## src/rtl/ram_arb_pkg.sv

```systemverilog
// ram_arb_pkg: shared widths, FSM state encoding and requester IDs for ram_arbiter
package ram_arb_pkg;
   localparam int ADDR_W = 4;
   localparam int DATA_W = 8;
   typedef enum logic [2:0] {IDLE, WR, RD1, RD2, DONE} state_t;
   typedef logic id_t;
   localparam id_t ID_CPU = 1'b0;
   localparam id_t ID_LDR = 1'b1;
endpackage

```

## src/rtl/ram_arbiter_if.sv

```systemverilog
// ram_arbiter_if: one requester's access handshake (req/we/addr/wdata toward the arbiter, ack/rdata back)
interface ram_arbiter_if;
   import ram_arb_pkg::*;
   logic req, we, ack;
   logic [ADDR_W-1:0] addr;
   logic [DATA_W-1:0] wdata, rdata;
   modport master (output req, we, addr, wdata, input ack, rdata);
   modport slave (input req, we, addr, wdata, output ack, rdata);
endinterface

```

## src/rtl/ram_arbiter_rr_arb2.sv

```systemverilog
// rr_arb2: stateless two-way round-robin pick; ptr names the requester favoured on a tie
module rr_arb2
   import ram_arb_pkg::*;
(
   input  logic req_cpu,
   input  logic req_ldr,
   input  id_t  ptr,
   input  logic adv,
   output id_t  gnt,
   output id_t  ptr_nxt
);
   // tie goes to ptr; once a grant is taken the other requester becomes favoured
   always_comb begin
      gnt = (req_cpu && req_ldr) ? ptr : (req_ldr ? ID_LDR : ID_CPU);
      ptr_nxt = adv ? ~gnt : ptr;
   end
endmodule

```

## src/rtl/ram_arbiter.sv

```systemverilog
// ram_arbiter: shares one synchronous RAM between CPU and loader; RAM_ARB_LOCK_EN adds ldr_lock (loader-exclusive grants)
module ram_arbiter
   import ram_arb_pkg::*;
(
   input  logic              clk,
   input  logic              clr,
`ifdef RAM_ARB_LOCK_EN
   input  logic              ldr_lock,
`endif
   ram_arbiter_if.slave      cpu,
   ram_arbiter_if.slave      ldr,
   output logic [ADDR_W-1:0] ram_addr,
   output logic              ram_cs,
   output logic              ram_oa,
   output logic              ram_wa,
   output logic [DATA_W-1:0] ram_wdata,
   input  logic [DATA_W-1:0] ram_rdata,
   output logic              busy
);
   state_t state_q, state_d;
   id_t gid_q, gid_d, ptr_q, ptr_d, gnt;
   logic we_q, we_d, cpu_req, req_any;
   logic [ADDR_W-1:0] addr_q, addr_d;
   logic [DATA_W-1:0] wdata_q, wdata_d, cpu_rdata_q, cpu_rdata_d, ldr_rdata_q, ldr_rdata_d;
`ifdef RAM_ARB_LOCK_EN
   assign cpu_req = cpu.req & ~ldr_lock;
`else
   assign cpu_req = cpu.req;
`endif
   assign req_any = cpu_req | ldr.req;
   rr_arb2 u_arb (
      .req_cpu (cpu_req),
      .req_ldr (ldr.req),
      .ptr     (ptr_q),
      .adv     (state_q == IDLE && req_any),
      .gnt     (gnt),
      .ptr_nxt (ptr_d)
   );
   // next state: grant and latch fields in IDLE, capture read data at the end of RD2
   always_comb begin
      state_d = state_q;
      gid_d = gid_q;
      we_d = we_q;
      addr_d = addr_q;
      wdata_d = wdata_q;
      cpu_rdata_d = cpu_rdata_q;
      ldr_rdata_d = ldr_rdata_q;
      case (state_q)
         IDLE: if (req_any) begin
            gid_d = gnt;
            we_d = (gnt == ID_LDR) ? ldr.we : cpu.we;
            addr_d = (gnt == ID_LDR) ? ldr.addr : cpu.addr;
            wdata_d = (gnt == ID_LDR) ? ldr.wdata : cpu.wdata;
            state_d = we_d ? WR : RD1;
         end
         WR: state_d = DONE;
         RD1: state_d = RD2;
         RD2: begin
            if (gid_q == ID_LDR) ldr_rdata_d = ram_rdata;
            else cpu_rdata_d = ram_rdata;
            state_d = DONE;
         end
         default: state_d = IDLE;
      endcase
   end
   // state registers; reset favours the CPU on the first tie
   always_ff @(posedge clk) begin
      if (clr) begin
         state_q <= IDLE;
         gid_q <= ID_CPU;
         ptr_q <= ID_CPU;
         we_q <= 1'b0;
         addr_q <= '0;
         wdata_q <= '0;
         cpu_rdata_q <= '0;
         ldr_rdata_q <= '0;
      end else begin
         state_q <= state_d;
         gid_q <= gid_d;
         ptr_q <= ptr_d;
         we_q <= we_d;
         addr_q <= addr_d;
         wdata_q <= wdata_d;
         cpu_rdata_q <= cpu_rdata_d;
         ldr_rdata_q <= ldr_rdata_d;
      end
   end
   // chip select is cut by clr so a reset edge never commits a write or a read-register load
   assign ram_cs = (state_q inside {WR, RD1, RD2}) & ~clr;
   assign ram_wa = state_q == WR;
   assign ram_oa = state_q inside {RD1, RD2};
   assign ram_addr = addr_q;
   assign ram_wdata = wdata_q;
   assign busy = state_q != IDLE;
   assign cpu.ack = state_q == DONE && gid_q == ID_CPU;
   assign ldr.ack = state_q == DONE && gid_q == ID_LDR;
   assign cpu.rdata = cpu_rdata_q;
   assign ldr.rdata = ldr_rdata_q;
endmodule

```

## src/flat_wrapper.sv

```systemverilog
// flat-port wrapper written by rule: the top's interface ports become plain ports
module ram_arbiter_flat import ram_arb_pkg::*;
  (clk, clr, ram_addr, ram_cs, ram_oa, ram_wa, ram_wdata, ram_rdata, busy, cpu_req, cpu_we, cpu_addr, cpu_wdata, cpu_ack, cpu_rdata, ldr_req, ldr_we, ldr_addr, ldr_wdata, ldr_ack, ldr_rdata);
  ram_arbiter_if cpu_i ();
  ram_arbiter_if ldr_i ();
  input  logic clk;
  input  logic clr;
  output logic [ADDR_W-1:0] ram_addr;
  output logic ram_cs;
  output logic ram_oa;
  output logic ram_wa;
  output logic [DATA_W-1:0] ram_wdata;
  input  logic [DATA_W-1:0] ram_rdata;
  output logic busy;
  input wire logic [$bits(cpu_i.req)-1:0] cpu_req;
  input wire logic [$bits(cpu_i.we)-1:0] cpu_we;
  input wire logic [$bits(cpu_i.addr)-1:0] cpu_addr;
  input wire logic [$bits(cpu_i.wdata)-1:0] cpu_wdata;
  output wire logic [$bits(cpu_i.ack)-1:0] cpu_ack;
  output wire logic [$bits(cpu_i.rdata)-1:0] cpu_rdata;
  input wire logic [$bits(ldr_i.req)-1:0] ldr_req;
  input wire logic [$bits(ldr_i.we)-1:0] ldr_we;
  input wire logic [$bits(ldr_i.addr)-1:0] ldr_addr;
  input wire logic [$bits(ldr_i.wdata)-1:0] ldr_wdata;
  output wire logic [$bits(ldr_i.ack)-1:0] ldr_ack;
  output wire logic [$bits(ldr_i.rdata)-1:0] ldr_rdata;
  assign cpu_i.req = cpu_req;
  assign cpu_i.we = cpu_we;
  assign cpu_i.addr = cpu_addr;
  assign cpu_i.wdata = cpu_wdata;
  assign cpu_ack = cpu_i.ack;
  assign cpu_rdata = cpu_i.rdata;
  assign ldr_i.req = ldr_req;
  assign ldr_i.we = ldr_we;
  assign ldr_i.addr = ldr_addr;
  assign ldr_i.wdata = ldr_wdata;
  assign ldr_ack = ldr_i.ack;
  assign ldr_rdata = ldr_i.rdata;
  ram_arbiter u_core (.clk(clk), .clr(clr), .cpu(cpu_i), .ldr(ldr_i), .ram_addr(ram_addr), .ram_cs(ram_cs), .ram_oa(ram_oa), .ram_wa(ram_wa), .ram_wdata(ram_wdata), .ram_rdata(ram_rdata), .busy(busy));
endmodule
```

## config.mk

```make
export PLATFORM = sky130hd
export DESIGN_NAME = ram_arbiter_flat
export DESIGN_NICKNAME = d
export VERILOG_FILES = /design/src/rtl/ram_arb_pkg.sv /design/src/rtl/ram_arbiter_if.sv /design/src/rtl/ram_arbiter_rr_arb2.sv /design/src/rtl/ram_arbiter.sv /design/src/flat_wrapper.sv
export SDC_FILE = /design/constraint.sdc
export NUM_CORES = 1
export LEC_CHECK = 0
export CAP_MARGIN = 30
export CORE_MARGIN = 2
export CORE_UTILIZATION = 42
export DETAILED_ROUTE_END_ITERATION = 12
export PLACE_DENSITY_LB_ADDON = 0.25
export SLEW_MARGIN = 0
export SYNTH_ARGS = -nofsm -noshare
export SYNTH_HDL_FRONTEND = slang
export SYNTH_SLANG_ARGS = --single-unit
export TNS_END_PERCENT = 1
```

## constraint.sdc

```tcl
create_clock -name clk -period 2.76 [get_ports clk]
set_input_delay 0.552 -clock clk [delete_from_list [all_inputs] [get_ports clk]]
set_output_delay 0.552 -clock clk [all_outputs]
set_load 0.05 [all_outputs]
```

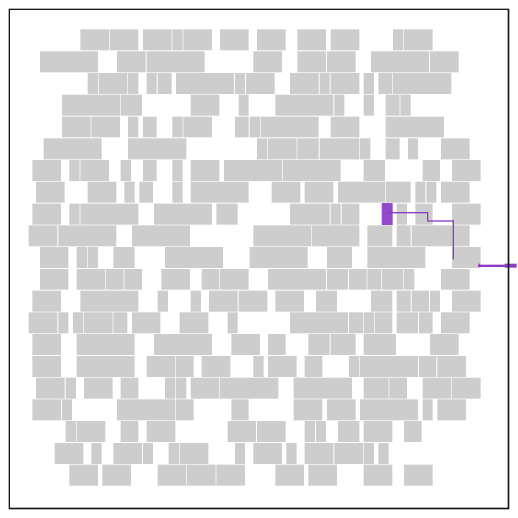
*I/O nets highlighted*
Scale: 8 px per um.
port	colour	direction	end cells	buffers	wire
ram_wa	purple	output	1	1	17.4 um

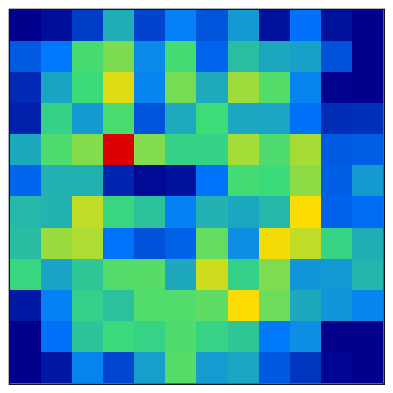
*Signal metal coverage by tile*
Scale: 6 px per um. The die is cut into 12 by 12 equal tiles; dark blue is low, red is high, scaled to the fullest tile. Values are wire area over tile area, all layers added.
tiles over half the peak	25%
nearly empty tiles	8.3%
fullest tile	0.40
mean over tiles	0.14
vias: 1368
Total Routing Usage GR: 18.87%
Routed WL: 3.370 mm

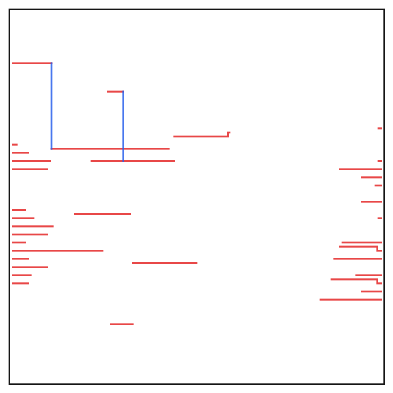
*Signal wires by layer*
Scale: 6 px per um. Only two layers are drawn.
layer	colour	wire length
met4	blue	25.8 um
met3	red	203 um

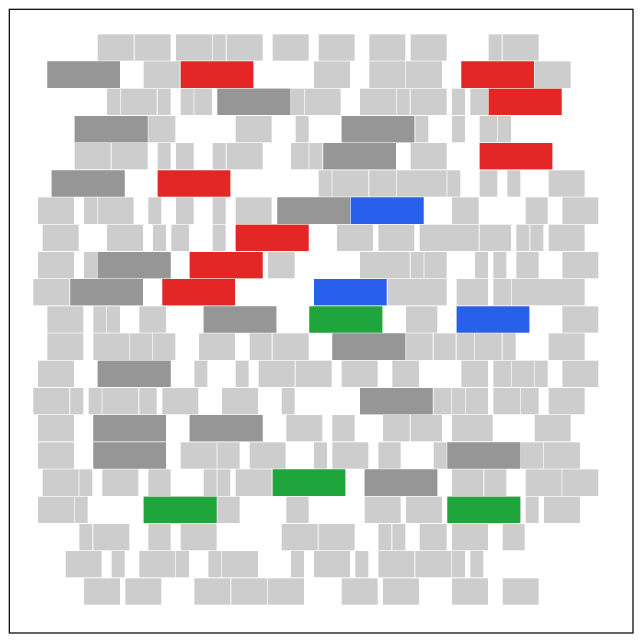
*Where the registers sit*
Scale: 10 px per um. Other sequential cells in the stronger grey, the rest of the logic in the fainter grey.
signal	colour	sequential cells
u_core.ldr.rdata	red	8
u_core.state_q	blue	3
u_core.ram_addr	green	4
not coloured	18
Util after Layout: 68.61%
Register Area: 660.6 um^2
flop share of the area: 29.32%
P_seq: 557 uW

-- critical path, delay by kind of cell (launching register included) --
kind / cells / cell delay, ps
buffers and inverters: 1 / 790
and+or+nand+nor: 2 / 360
DFF: 1 / 420
-- per-stage QoR --
step / hold slack, ps / instances
after CTS: 461.7 / 282
after global placement: 444.5 / 274
after global routing: 487.5 / 282
after detailed placement: 448.2 / 274
final: 457.0 / 282
after floorplan: 466.9 / 163
-- cell type report --
cell class                      instances  area share, %
Multi-Input combinational cell         94          27.37
Timing Repair Buffer                   75          33.31
Tap cell                               46          2.554
Clock buffer                            7          2.887
Clock inverter                          1         0.2221
Inverter                               26          4.331
Sequential cell                        33          29.32
-- cell families after synthesis --
kind of cell / count (synthesis)
multiplexers: 8
AND/OR/NAND/NOR: 57
AND-OR/OR-AND: 29
flip-flops: 33
buffers and inverters: 36
==> results.txt <==
Drc violations - 0
Mapped Cells - 163
R2r setup slk - 1130 ps
Commonest cells after routing, fill and taps aside - clkdlybuf4s50_1 (70), dfxtp_1 (33), inv_1 (25)
Hold buffers post-CTS - 0
Count leader, synth - dfxtp_1
Sum Neg Setup Slack - 0 ps
Die width - 62.23 um
MaxCap Viol Count - 0
Die Ht - 62.23 um
Flip-flops with a built-in enable - 0
Root buffer cell - clkbuf_4
Leading area contributor after synthesis - dfxtp_1
Crit path from - u_core.state_q[1]$_SDFFE_PP0P_
Biggest area cells - dfxtp_1 (46%), a222oi_1 (7.7%), inv_1 (6.6%)
Slew headroom - 64.06%
Hold Crit Class - register to register
P_comb - 446 uW
Switching Fraction - 34.51%
Actual slew at the worst max-slew pin - 537.4 ps
Clk pwr share - 23.1%
GR peak layer - met2
Status - completed
Fp_density - 43.35%
XOR/XNOR share of the synthesized area - 0%
Initial antenna violation count - 0
Fin crit period - 2448 ps
Max stage delay on crit path - 790 ps
YS chip area - 0.001424 mm^2
Num rows - 21
Clock tree buffer depth - 2
CP Capture Point - ldr_ack
Clock buffer count from CTS - 5
Post-synth ARST share - 0%
WL/cell - 11.95 um
Placer Congestion - 0.8482
Adders+Majority by Area - 0%
Cell count in the Yosys report - 163
Combinational share of power - 34.2%
Global Route met1 Usage - 22.50%
Met2 wire length - 1.673 mm
HP Start - u_core.ldr.rdata[5]$_SDFFE_PP0P_
Met2 GRT Util - 33.02%
RSZ-0062 raised after global routing - false
WL met1 - 1.468 mm
Worst EP required - 2210 ps
Leak Pwr - 0.0008890 uW
Top Consumer - registers
Reg-to-Reg Start - u_core.state_q[1]$_SDFFE_PP0P_
Mux frac, synth - 5.624%
Final HPWL DP - 2.472 mm
Sw Pwr - 450.1 uW
Setup ws final - 312.2 ps
Placed Area - 0.002183 mm^2
Post-route cell area - 0.002253 mm^2
Clock Skew - 5.317 ps
First-pass GRT wire length - 5.934 mm
Yosys cell types - 29
Post-synth top area share - 46.40%
Post-synth regs - 33
Fin. Hold Viols - 0
Clk slew on worst S/H paths - 100 ps
Met3 Track Usage GR - 5.254%
Largest net degree at the start of global routing - 24
Total setup buffers inserted after CTS - 0
Crit-path max FO - 9
First DRT Iteration DRCs - 144
Pre-antenna DRT Iters - 5
Syn nets - 201
Clk ins delay skew pair - 320 ps
Filler cell count - 287
Dominant logic cell type in the layout - clkdlybuf4s50_1
WL met3 - 202 um
Cell count of the worst hold path - 2
ANT nets after route - 0
PwrDens - 578.8 mW/mm^2
Num ports - 72
Top sig layer - met4
OpenROAD warning count - 26
Finish-stage setup viols - 0
Max Clock Freq - 0.4085 GHz
Main synth FF type - dfxtp_1
Post-CTS Resized - 0
TritonCTS clock tree - yes
Vias in the first global route - 1317
Pre-CTS WS - 592.1 ps
H-tree Lvls - 2
Crit path DAT - 1900 ps
Worst vdd ir - 0.3494 mV
Tcrit/Tclk final - 88.69%
DR vias/cell - 4.851
Setup crit start kind - register
P&R area growth vs syn - 58.26%
Yosys Warn Count - 0
Commonest cells in the netlist - dfxtp_1 (33), inv_1 (25), nand2_1 (17)
Worst-path cell chain - nor2_1 -> and3_1 -> clkdlybuf4s50_1
GRT overflow - 0
Clk sinks - 33
DIE AREA - 0.003872 mm^2
Reg2Reg Depth - 4
Synth Cell Area - 0.001424 mm^2
Yosys aoi share - 15.82%
Int Pwr - 854.0 uW
Simple share - 21.44%
Core area - 0.003284 mm^2
Endpoint class of the critical path - output port
Power figures rest on the tool's default switching activity, not on a simulated workload.
